## config.mk

```make
export PLATFORM = sky130hd
export DESIGN_NAME = lcd_timing_gen
export DESIGN_NICKNAME = d
export VERILOG_FILES = /design/src/rtl/lcd_timing_gen.sv
export SDC_FILE = /design/constraint.sdc
export NUM_CORES = 1
export LEC_CHECK = 0
export ABC_AREA = 1
export CAP_MARGIN = 20
export CORE_MARGIN = 2
export CORE_UTILIZATION = 30
export DETAILED_ROUTE_END_ITERATION = 6
export PLACE_DENSITY = 0.59
export SLEW_MARGIN = 40
export SYNTH_ARGS = -nofsm -noshare
export SYNTH_HDL_FRONTEND = slang
export SYNTH_SLANG_ARGS = --single-unit
export TNS_END_PERCENT = 5
```

## constraint.sdc

```tcl
create_clock -name i_clk -period 2 [get_ports i_clk]
set_clock_uncertainty 0.05 [all_clocks]
set_input_delay 0.4 -clock i_clk [delete_from_list [all_inputs] [get_ports i_clk]]
set_output_delay 0.4 -clock i_clk [all_outputs]
set_load 0.005 [all_outputs]
```

## src/rtl/lcd_timing_gen.sv

```systemverilog
// Raster timing generator: h/v counters with registered sync, DE, coordinate and strobe outputs.
// Optional colour-bar source on o_rgb, enabled by defining LCD_TIMING_GEN_PATTERN_EN.
module lcd_timing_gen #(
  parameter int H_ACTIVE = 800,
  parameter int H_FRONT  = 40,
  parameter int H_SYNC   = 10,
  parameter int H_BACK   = 40,
  parameter int V_ACTIVE = 480,
  parameter int V_FRONT  = 13,
  parameter int V_SYNC   = 3,
  parameter int V_BACK   = 29,
  parameter int HS_POL   = 0,
  parameter int VS_POL   = 0,
  parameter int X_W      = 10,
  parameter int Y_W      = 10
) (
  input  logic           i_clk,
  input  logic           i_rst,
  input  logic           i_en,
  output logic           o_hsync,
  output logic           o_vsync,
  output logic           o_de,
  output logic [X_W-1:0] o_x,
  output logic [Y_W-1:0] o_y,
  output logic           o_sof,
  output logic           o_eol
`ifdef LCD_TIMING_GEN_PATTERN_EN
  ,output logic [23:0]   o_rgb
`endif
);

  localparam int H_TOTAL = H_ACTIVE + H_FRONT + H_SYNC + H_BACK;
  localparam int V_TOTAL = V_ACTIVE + V_FRONT + V_SYNC + V_BACK;

  // One extra bit so a total of exactly 2^W still compares correctly.
  localparam logic [X_W:0]   HA    = (X_W+1)'(H_ACTIVE);
  localparam logic [X_W:0]   HS0   = (X_W+1)'(H_ACTIVE + H_FRONT);
  localparam logic [X_W:0]   HS1   = (X_W+1)'(H_ACTIVE + H_FRONT + H_SYNC);
  localparam logic [X_W:0]   HEOL  = (X_W+1)'(H_ACTIVE - 1);
  localparam logic [X_W-1:0] HLAST = X_W'(H_TOTAL - 1);
  localparam logic [Y_W:0]   VA    = (Y_W+1)'(V_ACTIVE);
  localparam logic [Y_W:0]   VS0   = (Y_W+1)'(V_ACTIVE + V_FRONT);
  localparam logic [Y_W:0]   VS1   = (Y_W+1)'(V_ACTIVE + V_FRONT + V_SYNC);
  localparam logic [Y_W-1:0] VLAST = Y_W'(V_TOTAL - 1);
  localparam logic           HSP   = 1'(HS_POL);
  localparam logic           VSP   = 1'(VS_POL);

  logic [X_W-1:0] h_q, h_d;
  logic [Y_W-1:0] v_q, v_d;
  logic [X_W:0]   hx;
  logic [Y_W:0]   vy;
  logic           h_wrap, de_d, hs_d, vs_d, sof_d, eol_d;

  always_comb begin
    hx     = {1'b0, h_q};
    vy     = {1'b0, v_q};
    h_wrap = (h_q == HLAST);
    h_d    = h_wrap ? '0 : h_q + 1'b1;
    v_d    = v_q;
    if (h_wrap) v_d = (v_q == VLAST) ? '0 : v_q + 1'b1;
    de_d   = (hx < HA) && (vy < VA);
    hs_d   = ((hx >= HS0) && (hx < HS1)) ? HSP : ~HSP;
    vs_d   = ((vy >= VS0) && (vy < VS1)) ? VSP : ~VSP;
    sof_d  = (h_q == '0) && (v_q == '0);
    eol_d  = (hx == HEOL) && (vy < VA);
  end

`ifdef LCD_TIMING_GEN_PATTERN_EN
  logic [2:0]  bar_d;
  logic [23:0] rgb_d;

  // Bar index = number of elaboration-time thresholds k*H_ACTIVE/8 already passed.
  always_comb begin
    bar_d = '0;
    for (int k = 1; k < 8; k++)
      if (hx >= (X_W+1)'(k * H_ACTIVE / 8)) bar_d = bar_d + 3'd1;
    case (bar_d)
      3'd0:    rgb_d = 24'hFFFFFF;
      3'd1:    rgb_d = 24'hFFFF00;
      3'd2:    rgb_d = 24'h00FFFF;
      3'd3:    rgb_d = 24'h00FF00;
      3'd4:    rgb_d = 24'hFF00FF;
      3'd5:    rgb_d = 24'hFF0000;
      3'd6:    rgb_d = 24'h0000FF;
      default: rgb_d = 24'h000000;
    endcase
    if (!de_d) rgb_d = '0;
  end

  always_ff @(posedge i_clk) begin
    if (i_rst)     o_rgb <= '0;
    else if (i_en) o_rgb <= rgb_d;
  end
`endif

  always_ff @(posedge i_clk) begin
    if (i_rst) begin
      h_q     <= '0;
      v_q     <= '0;
      o_hsync <= ~HSP;
      o_vsync <= ~VSP;
      o_de    <= 1'b0;
      o_x     <= '0;
      o_y     <= '0;
      o_sof   <= 1'b0;
      o_eol   <= 1'b0;
    end else if (i_en) begin
      h_q     <= h_d;
      v_q     <= v_d;
      o_hsync <= hs_d;
      o_vsync <= vs_d;
      o_de    <= de_d;
      o_x     <= h_q;
      o_y     <= v_q;
      o_sof   <= sof_d;
      o_eol   <= eol_d;
    end else begin
      // Strobes are one clock wide even when the pixel rate is divided.
      o_sof   <= 1'b0;
      o_eol   <= 1'b0;
    end
  end

endmodule

```

Run 1, placed cells, one color a class:
Fill, decap, tap and diode cells in gray.
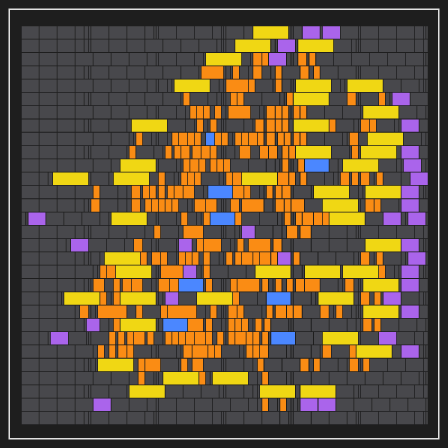
yellow -> flops  # cells 45, share of their area 36%
purple -> other buffers and delay cells  # cells 33, share of their area 13%
orange -> combinational and other logic  # cells 245, share of their area 47%
blue -> clock drivers and dummy loads  # cells 8, share of their area 4.1%

Run 1, placed standard cells:
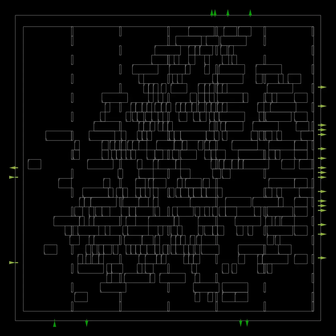
Cell Rows: 30
final cell count without fillers: 427

Run 1, metal layers overlaid:
Scale bar: 20 um. Only two layers are drawn.
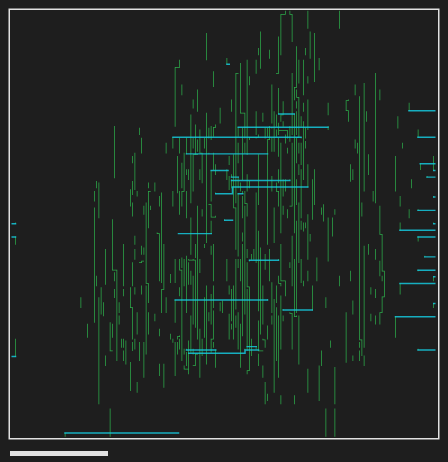
cyan -> metal 3  # wire length 242 um
green -> metal 2  # wire length 2040 um

Run 1, a small window of the routed layout:
Scale bar: 20 um. Window x 0 to 50, y 0 to 50 um. Cells in gray, sequential cells in the stronger gray; small squares are vias.
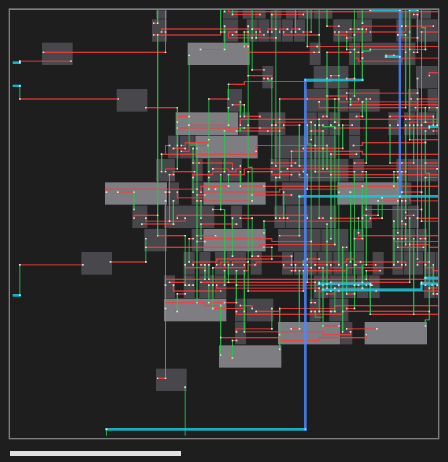
blue -> metal 4
cyan -> metal 3
green -> metal 2
red -> metal 1
netlist names of flops here include = `h_q` (9)
sequential cells in the window = 11
cells with their middle in the window = 113
most frequent = nand2_1 (24), nor2_1 (19), dfxtp_1 (11)

==> results.yml, run 1 <==
# synthesis and place-and-route metrics
outcome:
  status: "complete, no violations"
global_route:
  grt_usage_pct: 14.00
  grt_first_pass_wirelength_mm: 8.224
  use_met3_pct: 3.205
  gr-total-overflow: 0
  busiest_layer: "met1"
  use_met1_pct: 20.96
  grt_antenna_before_repair: 0
timing:
  slew_headroom_pct: 75.89
  post-route-period-util_pct: 85.83
  slew_violations: 0
  timing.setup.tns_ps: 0
  hold_violations: 0
  min_period_ps: 1717
  finalSetupViolations: 0
  tightest_slew_ps: 360.5
drt:
  wl_per_cell_um: 11.83
  ant_nets: 0
  drtIter0Drc: 137
  avgViaCountPerCell: 4.504
  wl_met2_mm: 2.044
  wl_met3_um: 242
synthesis:
  netlist_area_um2: 2096
  top_cells_by_area: "dfxtp_1 (43%), nand2_1 (15%), nor2_1 (6.4%)"
  syn_avg_cell_area_um2: 7.056
  yosysSeqAreaShare_pct: 42.99
  ys_ff: 45
  yosys.cell_types.count: 25
  synthesis.nets: 307
  top_cell_area_share_pct: 42.99
clock_network:
  cts_tree: "built"
  worstSkewPairLatency_ps: 300
  cts_setup_buffers: 0
  cts_hold_buf: 0
  clk_path_buf_depth: 2
worst_setup_path:
  crit_arrival_ps: 1860
  required_ps: 2150
  critPathSlowestCell: "dfxtp_1"
  cpLargestDelayFamily: "simple AND/OR/NAND/NOR gates"
  crit_buf_inv: 2
  cpMostUsedCell: "nor2_1"
  path_class: "reg -> reg"
cells_and_area:
  design_area_um2: 2595
  nNonClkInverters: 40
  diodes: 0
  register_area_um2: 900.9
  clk_share_pct: 3.905
  logic_area_um2: 1007
  clock_buffers: 7
  flop-count: 45
  nNetsFinal: 340
  sh_seq_area_pct: 34.72
  buf_share_pct: 12.15
  signal_buffers: 33
  n_fill_cell: 736
place:
  dp_slack_ps: 45.69
  placed_cells: 419
  placed_area_um2: 2494
  gp_congestion: 0.8666
pwr:
  p_total_mw: 1.613
  internal_power_mw: 1.252
  clockPowerShare_pct: 38.0
die:
  die-width_um: 87.58
  coreArea_um2: 6794
  chip_area_um2: 7670
job:
  maxCapViolations: 0
## run 1: worst paths after layout
check                           start             endpoint  slack (ps)  cells past startpoint
setup / recovery  h_q[1]$_SDFFE_PP0P_  v_q[3]$_SDFFE_PP0P_         280                      9
hold reg to reg   o_x[5]$_SDFFE_PP0P_  o_x[5]$_SDFFE_PP0P_         400                      2
setup reg to reg  h_q[1]$_SDFFE_PP0P_  v_q[3]$_SDFFE_PP0P_         280                      9
hold / removal    o_x[5]$_SDFFE_PP0P_  o_x[5]$_SDFFE_PP0P_         400                      2
## run 1: kinds of logic after synthesis
kind of cell / share of synthesized area, %
adders and majority gates: 4.179
xor gates and xnor gates: 1.254
and+or+nand+nor: 34.27
DFF: 42.98
AOI/OAI and AO/OA: 8.358
buffers and inverters: 8.955
Run 1, wiring heat map:
Scale bar: 20 um. The die is cut into 18 by 18 equal tiles; black is low, pale yellow is high, scaled to the fullest tile. Values are wire area over tile area, all layers added.
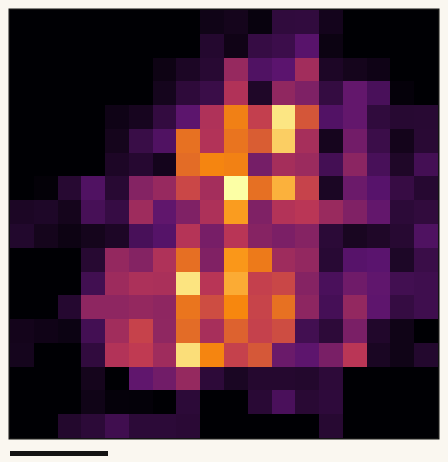

==> run 2: changes to the inputs <==
SETUP_SLACK_MARGIN = 0.2   (was not set)
clock period = 1.9 ns   (was 2 ns; I/O delays follow)
Run 2, wiring heat map:
Scale bar: 20 um. The die is cut into 18 by 18 equal tiles; black is low, pale yellow is high, scaled to the fullest tile. Values are wire area over tile area, all layers added.
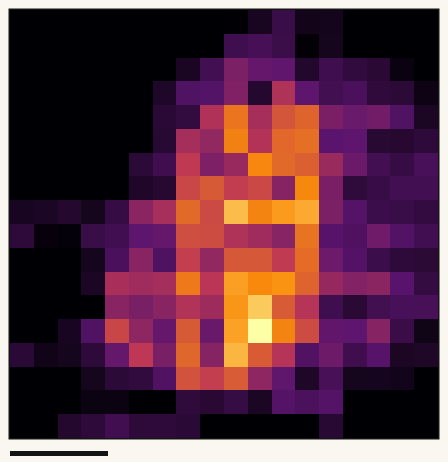
emptiest ninth of the die = top left
densest ninth of the die = middle
fullest tile = 0.49
mean over tiles = 0.11

Run 2, a small window of the routed layout:
Scale bar: 20 um. Window x 0 to 50, y 0 to 50 um. Cells in gray, sequential cells in the stronger gray; small squares are vias.
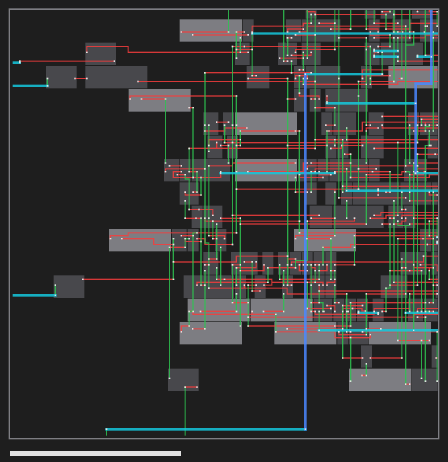
blue -> metal 4
cyan -> metal 3
green -> metal 2
red -> metal 1
sequential cells in the window = 13
cells with their middle in the window = 105
netlist names of flops here include = `h_q` (10)
most frequent = nand2_1 (17), nor2_1 (15), dfxtp_1 (13)

Run 2, metal layers overlaid:
Scale bar: 20 um. Only two layers are drawn.
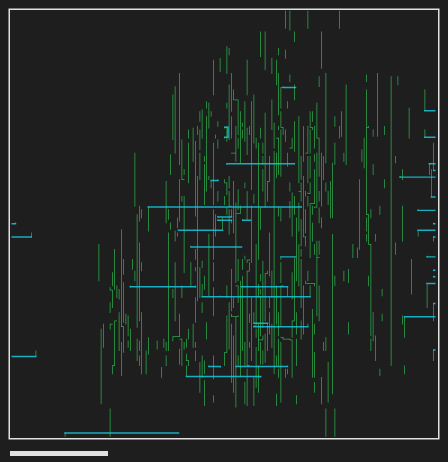
green -> metal 2  # wire length 2180 um
cyan -> metal 3  # wire length 232 um

==> run 2 against run 1 <==
Compared with the run above:
- utilization increased by 0.41 points
- critical path depth shrank 8
- via count rose by 2.0%
- final area up 1.1%
- non-clock buffer count down 1
- largest cell class unchanged
- combinational power rose by 8.8%
- register-to-register slack better by 50 ps
- synthesized area unchanged
==> results.yml, run 2 <==
# synthesis and place-and-route metrics
drt:
  drtIter0Drc: 150
  ant_nets: 0
  avgViaCountPerCell: 4.603
  wl_per_cell_um: 12.11
  vias: 1961
clock_network:
  cts_setup_buffers: 0
  clk_path_buf_depth: 2
  cts_tree: "built"
  worstSkewPairLatency_ps: 300
  cts_hold_buf: 0
  numCtsBuffers: 5
global_route:
  grt_antenna_before_repair: 0
  grt_usage_pct: 14.33
  gr-total-overflow: 0
  grt_first_pass_wirelength_mm: 8.611
synthesis:
  ys_sh_simple_pct: 34.27
  top_cell_area_share_pct: 42.99
  yosys_area_um2: 2096
  mux_area_share_pct: 0
  top_cells_by_count: "nand2_1 (81), dfxtp_1 (45), nor2_1 (36)"
  synthTopLogicFamily: "simple AND/OR/NAND/NOR gates"
  ys_sh_xor_pct: 1.254
  syn_inst: 297
  ys_sh_adder_pct: 4.179
  ys_ff: 45
  synth.most_common_cell: "nand2_1"
  yosysSeqAreaShare_pct: 42.99
  yosys.cell_types.count: 25
  netlist_area_um2: 2096
  synthesis.nets: 307
  ys_sh_aoi_pct: 8.358
  syn_avg_cell_area_um2: 7.056
  top_cells_by_area: "dfxtp_1 (43%), nand2_1 (15%), nor2_1 (6.4%)"
cells_and_area:
  diodes: 0
  nNetsFinal: 339
  design_area_um2: 2623
worst_setup_path:
  crit_end: "o_y[6]"
  critPathSlowestCell: "clkdlybuf4s50_1"
  cp.depth: 1
  crit_path_max_incr_delay_ps: 500
  regToRegSetupSlack_ps: 330
  critPathCaptureType: "output pin"
  worstReg2RegStart: "h_q[0]$_SDFFE_PP0P_"
  ff2ff_path_depth: 8
  crit_path_max_fanout: 2
  crit_start: "o_y[6]$_SDFFE_PP0P_"
  crit_buf_inv: 1
  cpLargestDelayFamily: "buffers and inverters"
  crit_arrival_ps: 1140
  reg2reg_to: "v_q[9]$_SDFFE_PP0P_"
  path_class: "reg -> out"
  required_ps: 1470
timing:
  min_period_ps: 1571
  timing.setup.tns_ps: 0
  post-route-period-util_pct: 82.68
  finalSetupViolations: 0
  tightest_slew_ps: 306.2
  slew_headroom_pct: 79.51
  hold_violations: 0
  slew_violations: 0
worst_hold_path:
  min_to: "o_x[7]$_SDFFE_PP0P_"
  hp-class: "reg -> reg"
  min_from: "o_x[7]$_SDFFE_PP0P_"
  holdPathStages: 2
pwr:
  internal_power_mw: 1.419
  leakage_nw: 1.085
  p_clk_mw: 0.749
  p_total_mw: 1.805
  powerSeq_mw: 0.961
  clockPowerShare_pct: 41.5
job:
  maxCapViolations: 0
  warning_count: 31
die:
  chip_area_um2: 7670
  die-width_um: 87.58
  coreArea_um2: 6794
  rows: 30
place:
  placed_area_um2: 2499
  gp_congestion: 0.9242
  dp_slack_ps: 27.80
outcome:
  status: "complete, no violations"
[run 2: metrics by stage]
stage                     instances  utilization (%)  hold slack [ps]
after CTS                       426            38.49            407.7
after global placement          418            36.78            386.9
after detailed placement        418            36.78            390.2
after global routing            426            38.60            431.6
final                           426            38.60            407.3
after floorplan                 297                -            397.0
[run 2: cell type report]
type / instances / area [um^2]
timing repair buffer: 32 / 320.3
tap: 96 / 120.1
fill: 719 / 4172
multi-input combinational: 205 / 1015
inverter: 40 / 150.1
clock buffer: 7 / 86.33
clock inverter: 1 / 30.03
sequential: 45 / 900.9
[run 2: routing by layer]
metal	routed length (um)	track usage, %	vias up	part of all wire (%)
met3	232	3.016	8	4.5
met2	2183	20.73	57	42
met1	2641	20.76	887	51
li1	-	-	1009	-
met4	103	5.594	0	2.0
met5	0	0	-	0
Run 2, placed standard cells:
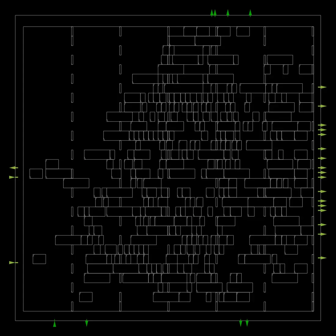

==> run 3: changes to the inputs <==
clock period = 1.5 ns   (was 1.9 ns; I/O delays follow)
Run 3, placed standard cells:
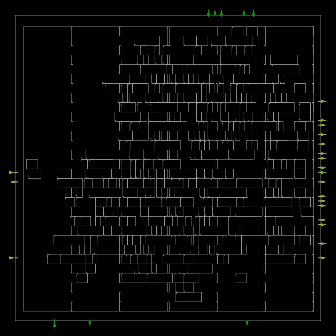
final cell count without fillers: 447
Final Core Density: 42.73%
Flops: 45
# fillers: 713
Seq/total area: 32.16%

Run 3, metal layers overlaid:
Scale bar: 20 um. Only two layers are drawn.
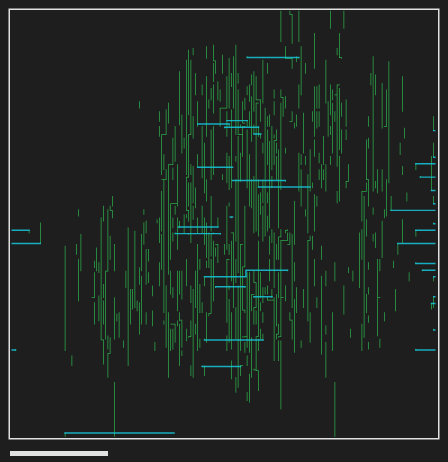
cyan -> metal 3  # wire length 196 um
green -> metal 2  # wire length 2500 um

==> run 3 against run 2 <==
Compared with the run above:
- global-route usage is 1.4 points higher
- sequential power is 27% higher
- largest power group unchanged
- worst setup slack worse by 240 ps
- critical path type is now reg -> reg
- combinational power is 67% higher
- synthesized area stayed put
==> results.yml, run 3 <==
# synthesis and place-and-route metrics
outcome:
  status: "complete, no violations"
cells_and_area:
  design_area_um2: 2903
  diodes: 0
synthesis:
  ys_ff: 45
  top_cells_by_count: "nand2_1 (81), dfxtp_1 (45), nor2_1 (36)"
  yosys.cell_types.count: 25
  synthesis.nets: 307
  yosys_area_um2: 2096
  yosysSeqAreaShare_pct: 42.99
  syn_avg_cell_area_um2: 7.056
  top_cell_area_share_pct: 42.99
worst_hold_path:
  hp-class: "reg -> reg"
  min_to: "o_y[3]$_SDFFE_PP0P_"
  min_from: "o_y[3]$_SDFFE_PP0P_"
  holdPathStages: 2
clock_network:
  worstSkewPairLatency_ps: 300
  numCtsBuffers: 5
  clk_path_buf_depth: 2
  cts_hold_buf: 0
worst_setup_path:
  ff2ff_path_depth: 8
  required_ps: 1650
  critPathCaptureType: "flip-flop"
  crit_start: "h_q[2]$_SDFFE_PP0P_"
  crit_path_max_fanout: 5
  cp.depth: 8
  worstReg2RegStart: "h_q[2]$_SDFFE_PP0P_"
  critPathSlowestCell: "dfxtp_1"
  crit_arrival_ps: 1560
  path_class: "reg -> reg"
  cpLargestDelayFamily: "simple AND/OR/NAND/NOR gates"
  crit_end: "v_q[9]$_SDFFE_PP0P_"
timing:
  holdWs_ps: 400.4
  timing.setup.tns_ps: 0
  finalSetupViolations: 0
  hold_violations: 0
  post-route-period-util_pct: 93.93
die:
  die-width_um: 87.58
  chip_area_um2: 7670
  coreArea_um2: 6794
place:
  dp_slack_ps: -206.7
  gp_congestion: 0.9098
global_route:
  use_met2_pct: 24.59
  grt_usage_pct: 15.76
  use_met3_pct: 3.110
drt:
  avgViaCountPerCell: 4.584
  wl_per_cell_um: 12.26
  ant_nets: 0
  vias: 2049
  wl_met3_um: 196
  wl_met2_mm: 2.504
  drtIter0Drc: 108
pwr:
  leakage_nw: 1.317
  clockPowerShare_pct: 41.4
  powerSeq_mw: 1.22
  p_clk_mw: 0.972
Run 3, a small window of the routed layout:
Scale bar: 20 um. Window x 0 to 50, y 0 to 50 um. Cells in gray, sequential cells in the stronger gray; small squares are vias.
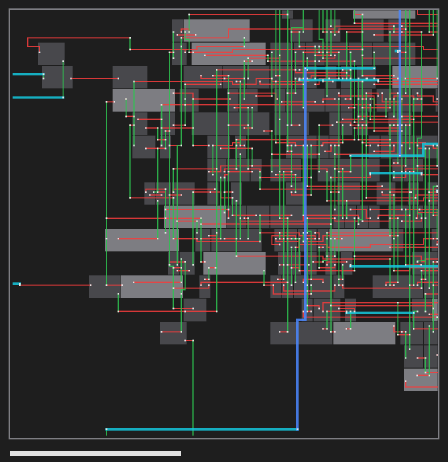
green -> metal 2
red -> metal 1
blue -> metal 4
cyan -> metal 3
netlist names of flops here include = `h_q` (8)
cells with their middle in the window = 127
most frequent = buf_4 (20), nand2_1 (16), nor2_1 (15)
sequential cells in the window = 11

[run 3: cell counts after synthesis]
Identical to the previous run, type by type.
[run 3: final cells by class]
class	instances	area (um^2)	share of cell area, %
clock buffer	6	82.58	2.845
clock inverter	2	37.54	1.293
inverter	40	155.1	5.345
multi-input combinational	205	1107	38.15
sequential	45	933.4	32.16
tap	96	120.1	4.138
timing repair buffer	53	466.7	16.08
[run 3: cells by family after synthesis]
group	after synthesis	share of synthesized area [%]
compound gates	33	8.358
xor+xnor	3	1.254
simple gates	162	34.27
buf+inv	47	8.955
fa+ha+maj	7	4.179
flops	45	42.98
[run 3: worst register-to-register path, stage by stage (launching register included)]
cell,delay [ps]
dfxtp_1,350
inv_1,130
nand2_1,120
nor2_2,130
nand3_2,150
nand2_4,180
nand2_4,80
nand2_1,70
nor2_1,40
Power and IR drop assume default switching activity.
